--- src/rtl/clock_div_ctrl_if.sv ---
// ---------------------------------------------------------------------------
// clock_div_ctrl_if
// Configuration channel of clock_div_ctrl. It carries a new half-period
// request to the divider and reports when that request is pending and when
// it has taken effect.
//
// Handshake: the master raises cfg_req for one clock_in cycle with cfg_half
// valid in that same cycle. The request is accepted only if cfg_busy is low
// in that cycle, and cfg_busy is high from the next cycle onward. A request
// made while cfg_busy is high is dropped. cfg_busy stays high until the
// divider applies the value. In the cycle the new half-period takes effect,
// cfg_ack is high for exactly one cycle and cfg_busy is low again.
//
// Signals:
//   cfg_req  : master -> slave, single-cycle change request
//   cfg_half : master -> slave, requested half-period (0 is treated as 1)
//   cfg_busy : slave -> master, a captured request is pending
//   cfg_ack  : slave -> master, one-cycle pulse when the new value takes effect
// ---------------------------------------------------------------------------
interface clock_div_ctrl_if #(
    parameter int WIDTH = 8
);
    logic             cfg_req;
    logic [WIDTH-1:0] cfg_half;
    logic             cfg_busy;
    logic             cfg_ack;

    modport master (
        output cfg_req,
        output cfg_half,
        input  cfg_busy,
        input  cfg_ack
    );

    modport slave (
        input  cfg_req,
        input  cfg_half,
        output cfg_busy,
        output cfg_ack
    );
endinterface

--- src/rtl/clock_div_ctrl.sv ---
// ---------------------------------------------------------------------------
// clock_div_ctrl
// Programmable clock divider with a 50% duty cycle. clock_out has a period of
// 2*H clock_in cycles, where H is the active half-period. A new H can be
// requested at any time. It is applied at once while idle, and otherwise
// only at the end of a high phase, so no phase is ever stretched or cut by
// a change of H. When enable is withdrawn, a low phase is cut short at once
// and a high phase is allowed to finish first, so no runt pulse is produced.
//
// Ports:
//   clock_in  : sole clock, rising edge
//   reset     : synchronous, active-high
//   enable    : level-sensitive run request
//   cfg       : configuration channel (cfg_req/cfg_half/cfg_busy/cfg_ack)
//   clock_out : divided clock (registered)
//   tick      : one-cycle pulse in the first cycle of each high phase
//   running   : FSM is in RUN or STOP
//   state_o   : FSM state for debug (00 IDLE, 01 RUN, 10 STOP)
// ---------------------------------------------------------------------------
module clock_div_ctrl #(
    parameter int WIDTH        = 8,
    parameter int DEFAULT_HALF = 2
) (
    input  logic                    clock_in,
    input  logic                    reset,
    input  logic                    enable,
    clock_div_ctrl_if.slave         cfg,
    output logic                    clock_out,
    output logic                    tick,
    output logic                    running,
    output logic [1:0]              state_o
);

    typedef enum logic [1:0] {
        IDLE = 2'b00,
        RUN  = 2'b01,
        STOP = 2'b10
    } state_t;

    state_t           state_q;
    logic [WIDTH-1:0] cnt_q;
    logic [WIDTH-1:0] half_q;     // active half-period H
    logic [WIDTH-1:0] pend_q;     // captured, not yet applied half-period
    logic             busy_q;
    logic             ack_q;
    logic             clk_out_q;
    logic             tick_q;

    logic [WIDTH-1:0] cfg_half_d;
    logic [WIDTH-1:0] cnt_inc_d;
    logic             phase_end;
    logic             boundary;
    logic             apply_cfg;

    always_comb begin
        cfg_half_d = (cfg.cfg_half == '0) ? WIDTH'(1) : cfg.cfg_half;
        cnt_inc_d  = cnt_q + WIDTH'(1);
        phase_end  = (cnt_q == half_q - WIDTH'(1));
        // End of a high phase: the only point where H may change while the
        // divider is active.
        boundary   = (state_q != IDLE) && phase_end && clk_out_q;
        apply_cfg  = busy_q && ((state_q == IDLE) || boundary);
    end

    always_ff @(posedge clock_in) begin
        if (reset) begin
            state_q   <= IDLE;
            cnt_q     <= '0;
            half_q    <= WIDTH'(DEFAULT_HALF);
            pend_q    <= '0;
            busy_q    <= 1'b0;
            ack_q     <= 1'b0;
            clk_out_q <= 1'b0;
            tick_q    <= 1'b0;
        end else begin
            tick_q <= 1'b0;
            ack_q  <= 1'b0;

            case (state_q)
                IDLE: begin
                    cnt_q     <= '0;
                    clk_out_q <= 1'b0;
                    if (enable) begin
                        state_q <= RUN;
                    end
                end

                RUN: begin
                    if (!enable && !clk_out_q) begin
                        // Low phase is simply abandoned; clock_out is already 0.
                        state_q <= IDLE;
                        cnt_q   <= '0;
                    end else begin
                        if (phase_end) begin
                            cnt_q     <= '0;
                            clk_out_q <= ~clk_out_q;
                            tick_q    <= ~clk_out_q;
                        end else begin
                            cnt_q <= cnt_inc_d;
                        end
                        // High phase must finish; if it finishes in this very
                        // cycle there is nothing left to wait for.
                        if (!enable) begin
                            state_q <= boundary ? IDLE : STOP;
                        end
                    end
                end

                STOP: begin
                    // clock_out is high throughout STOP; enable is ignored.
                    if (phase_end) begin
                        cnt_q     <= '0;
                        clk_out_q <= 1'b0;
                        state_q   <= IDLE;
                    end else begin
                        cnt_q <= cnt_inc_d;
                    end
                end

                default: begin
                    state_q   <= IDLE;
                    cnt_q     <= '0;
                    clk_out_q <= 1'b0;
                end
            endcase

            // apply_cfg needs busy_q=1 and capture needs busy_q=0, so a
            // request arriving in the apply cycle is never lost silently:
            // it is dropped exactly as any request made while busy.
            if (apply_cfg) begin
                half_q <= pend_q;
                ack_q  <= 1'b1;
                busy_q <= 1'b0;
            end else if (cfg.cfg_req && !busy_q) begin
                pend_q <= cfg_half_d;
                busy_q <= 1'b1;
            end
        end
    end

    assign clock_out    = clk_out_q;
    assign tick         = tick_q;
    assign running      = (state_q != IDLE);
    assign state_o      = state_q;
    assign cfg.cfg_busy = busy_q;
    assign cfg.cfg_ack  = ack_q;

endmodule

--- src/flat_wrapper.sv ---
// flat-port wrapper written by rule: the top's interface ports become plain ports
module clock_div_ctrl_flat 
#(
    parameter int WIDTH        = 8,
    parameter int DEFAULT_HALF = 2
)
  (clock_in, reset, enable, clock_out, tick, running, state_o, cfg_cfg_req, cfg_cfg_half, cfg_cfg_busy, cfg_cfg_ack);
  clock_div_ctrl_if #(.WIDTH(WIDTH)) cfg_i ();
  input  logic clock_in;
  input  logic reset;
  input  logic enable;
  output logic clock_out;
  output logic tick;
  output logic running;
  output logic [1:0] state_o;
  input wire logic [$bits(cfg_i.cfg_req)-1:0] cfg_cfg_req;
  input wire logic [$bits(cfg_i.cfg_half)-1:0] cfg_cfg_half;
  output wire logic [$bits(cfg_i.cfg_busy)-1:0] cfg_cfg_busy;
  output wire logic [$bits(cfg_i.cfg_ack)-1:0] cfg_cfg_ack;
  assign cfg_i.cfg_req = cfg_cfg_req;
  assign cfg_i.cfg_half = cfg_cfg_half;
  assign cfg_cfg_busy = cfg_i.cfg_busy;
  assign cfg_cfg_ack = cfg_i.cfg_ack;
  clock_div_ctrl #(.WIDTH(WIDTH), .DEFAULT_HALF(DEFAULT_HALF)) u_core (.clock_in(clock_in), .reset(reset), .enable(enable), .cfg(cfg_i), .clock_out(clock_out), .tick(tick), .running(running), .state_o(state_o));
endmodule
--- config.mk ---
export PLATFORM = sky130hd
export DESIGN_NAME = clock_div_ctrl_flat
export DESIGN_NICKNAME = d
export VERILOG_FILES = /design/src/rtl/clock_div_ctrl_if.sv /design/src/rtl/clock_div_ctrl.sv /design/src/flat_wrapper.sv
export SDC_FILE = /design/constraint.sdc
export NUM_CORES = 1
export LEC_CHECK = 0
export CAP_MARGIN = 30
export CORE_UTILIZATION = 54
export DETAILED_ROUTE_END_ITERATION = 8
export PLACE_DENSITY = 0.76
export SETUP_SLACK_MARGIN = 0.3
export SLEW_MARGIN = 20
export SYNTH_ARGS = -nofsm -noshare
export SYNTH_HDL_FRONTEND = slang
export SYNTH_SLANG_ARGS = --single-unit
--- constraint.sdc ---
create_clock -name clock_in -period 3.4 [get_ports clock_in]
set_clock_uncertainty 0.2 [all_clocks]
set_input_delay 0.51 -clock clock_in [delete_from_list [all_inputs] [get_ports clock_in]]
set_output_delay 0.51 -clock clock_in [all_outputs]
set_load 0.01 [all_outputs]
Figure 1. Floorplan with the power grid.
The bar under the picture is 20 um long. Pins as bars on the die edge.
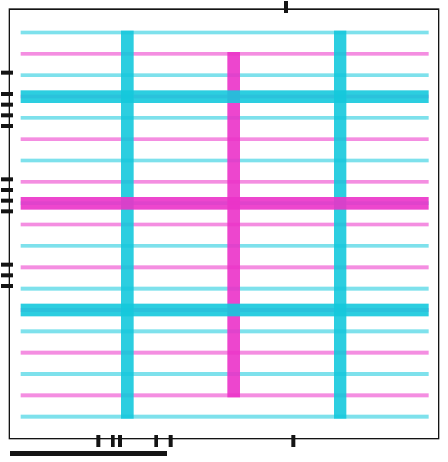
Key: VDD = magenta; VSS = cyan
The core has 18 rows. 3 straps on met4. 19 signal pins sit on the boundary. 19 met1 rails follow the rows. 3 straps on met5.

Figure 2. Placement by cell class.
The bar under the picture is 20 um long.
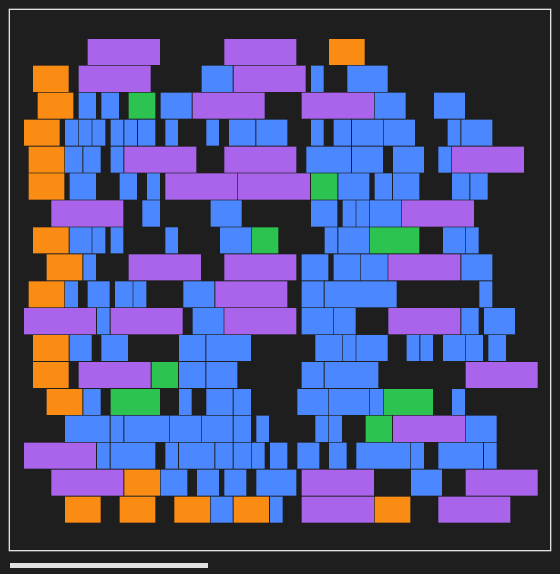
Key: clock drivers and dummy loads = green [cells 8, share of their area 4.6%]; remaining buffers and delay cells = orange [cells 18, share of their area 11%]; sequential cells = purple [cells 30, share of their area 35%]; combinational and other logic = blue [cells 128, share of their area 49%]
CORE AREA: 2540 um^2
Rows: 18
register share of the cell area: 34.5%

==> results.yml <==
# implementation run metrics
status:
  status: "complete, no violations"
placement:
  place_area_um2: 1660
  dp_cells: 206
final_timing:
  finalSetupTns_ps: 0
  hold_viol: 0
synthesis:
  synthCells: 166
  yosys_cells: 166
  yosys.stat.chipArea_um2: 1490
  syn-num-nets: 183
layout:
  nNetsFinal: 200
  n_antenna_cell: 0
  layout_top_cell: "dfxtp_1"
  syn_to_final_growth_pct: 16.6
  final_cell_mix: "dfxtp_1 (30), nand2_1 (18), clkdlybuf4s50_1 (18)"
  drive_gt1_share_pct: 8.15
global_route:
  overflow: 0
  grt_start_max_net_pins: 21
detailed_routing:
  route.detailed.drc: 0
setup_path:
  reg2reg_from: "u_core.half_q[0]"
  ff2ff_path_depth: 8
  worstSetupPathType: "register to register"
clock_tree:
  clockBufferDepth: 2
  htree_levels: 2
  clockRootBuffer: "clkbuf_4"
job:
  cap_violations: 0
Figure 3. Clock network drawn from the DEF.
The bar under the picture is 20 um long.
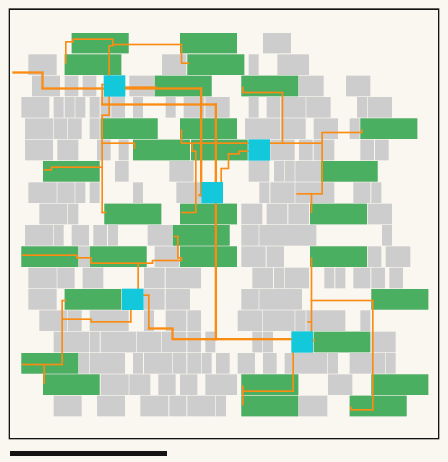
Key: flip-flops = green [count 30]; clock wires = orange [length 359 um]; clock drivers = cyan [count 5]
There are 6 routed clock nets. Position of the flops: all over the die.
Clk network pwr share: 34.4%
Latency at later pin: 330 ps
Clock group: 261 uW

Figure 4. Signal wires by layer.
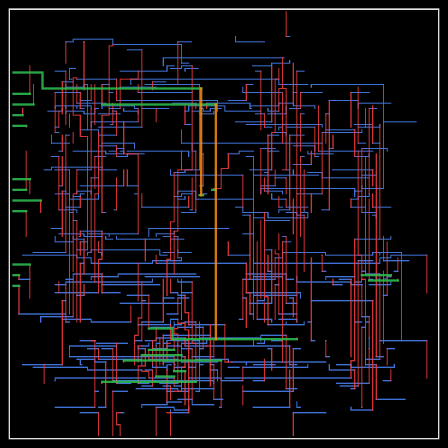
Key: metal 2 = red [wire length 1370 um]; metal 1 = blue [wire length 1280 um]; metal 3 = green [wire length 124 um]; metal 4 = orange [wire length 43.5 um]
final wirelength: 2820 um
Vias: 1218

==> metrics by stage <==
stage / setup WS (ps) / hold slack [ps] / utilization [%]
detailed placement: 457 / 248 / 65.2
floorplan: 751 / 236 / -
finish: 472 / 259 / 68.3
global placement: 536 / 248 / 65.2
global route: 309 / 282 / 68.3
CTS: 443 / 261 / 68.3
==> synthesized netlist by cell type, drive strengths merged (2+ instances only) <==
cell type | instances | share of area (%)
xnor2 | 7 | 4.1
nand2 | 18 | 4.5
a21oi | 9 | 3.0
nor3 | 4 | 1.3
a211oi | 3 | 2.3
or3 | 2 | 0.84
inv | 8 | 2.0
nor4 | 3 | 1.3
a22o | 8 | 4.7
or3b | 2 | 1.2
o21ai | 2 | 0.67
and3 | 2 | 0.84
buf | 3 | 1.4
nor2 | 15 | 3.8
xor2 | 7 | 4.1
ha | 5 | 4.2
or4 | 2 | 1.3
nor4b | 2 | 1.6
clkbuf | 4 | 1.0
nand3 | 7 | 2.3
dfxtp | 30 | 40
o31ai | 2 | 1.0
and2b | 3 | 1.5
==> power groups by stage <==
stage	Clock, uW	Combinational, uW	Sequential [uW]
6_report	261	118	379
5_1_grt	280	130	381
4_1_cts	267	117	379
3_5_place_dp	0	117	387
3_3_place_gp	0	114	386
2_1_floorplan	0	79.7	385
==> area by class of cell <==
class                           count  area share [%]
Clock buffer                        8            4.53
Tap cell                           30            2.16
Multi-Input combinational cell    120            46.7
Inverter                            8            1.73
Sequential cell                    30            34.5
Timing Repair Buffer               18            10.4
==> logic make-up after synthesis <==
family,Yosys count,synth area share [%]
xor gates and xnor gates,14,8.22
DFF,30,40.3
and+or+nand+nor,67,23.8
adders and majority gates,5,4.19
buffers and inverters,16,5.28
AOI/OAI and AO/OA,34,18.2
==> routing by layer <==
layer	vias to the layer above	routed length, um	part of all wire, %	track usage, %
met5	-	0	0	0
met4	0	43	1.5	9.83
met3	5	124	4.4	7.50
met2	33	1370	49	36.2
met1	561	1280	45	26.4
li1	619	-	-	-
==> state kept, by name (all words and copies together) (netlist names) <==
name                 cells
u_core.pend_q            8
u_core.cfg.cfg_ack       1
u_core.state_o           2
u_core.half_q            8
u_core.clock_out         1
u_core.cfg.cfg_busy      1
u_core.cnt_q             8
u_core.tick              1
==> worst max-delay path, stage by stage (launching register included) <==
cell       delay (ps)
dfxtp_1           360
inv_1              70
ha_1              210
or3b_1            400
or4_1             410
a22o_1            240
a211oi_4          410
nand4bb_1         400
nor2_1            100
==> worst min-delay path by stage <==
stage	start	to	slack (ps)	depth (start not counted)
floorplan	u_core.pend_q[1]	u_core.pend_q[1]	240	2
global placement	u_core.pend_q[4]	u_core.pend_q[4]	250	2
detailed placement	u_core.pend_q[1]	u_core.pend_q[1]	250	2
CTS	u_core.pend_q[1]	u_core.pend_q[1]	260	2
global route	u_core.pend_q[7]	u_core.pend_q[7]	280	2
finish	u_core.pend_q[1]	u_core.pend_q[1]	260	2
==> what timing repair did <==
item | 4_1_cts | 5_1_grt
hold buffers | 0 | 0
endpoints found under the setup margin | 0 | 1
resized | 0 | 1
Power figures rest on the tool's default switching activity, not on a simulated workload.
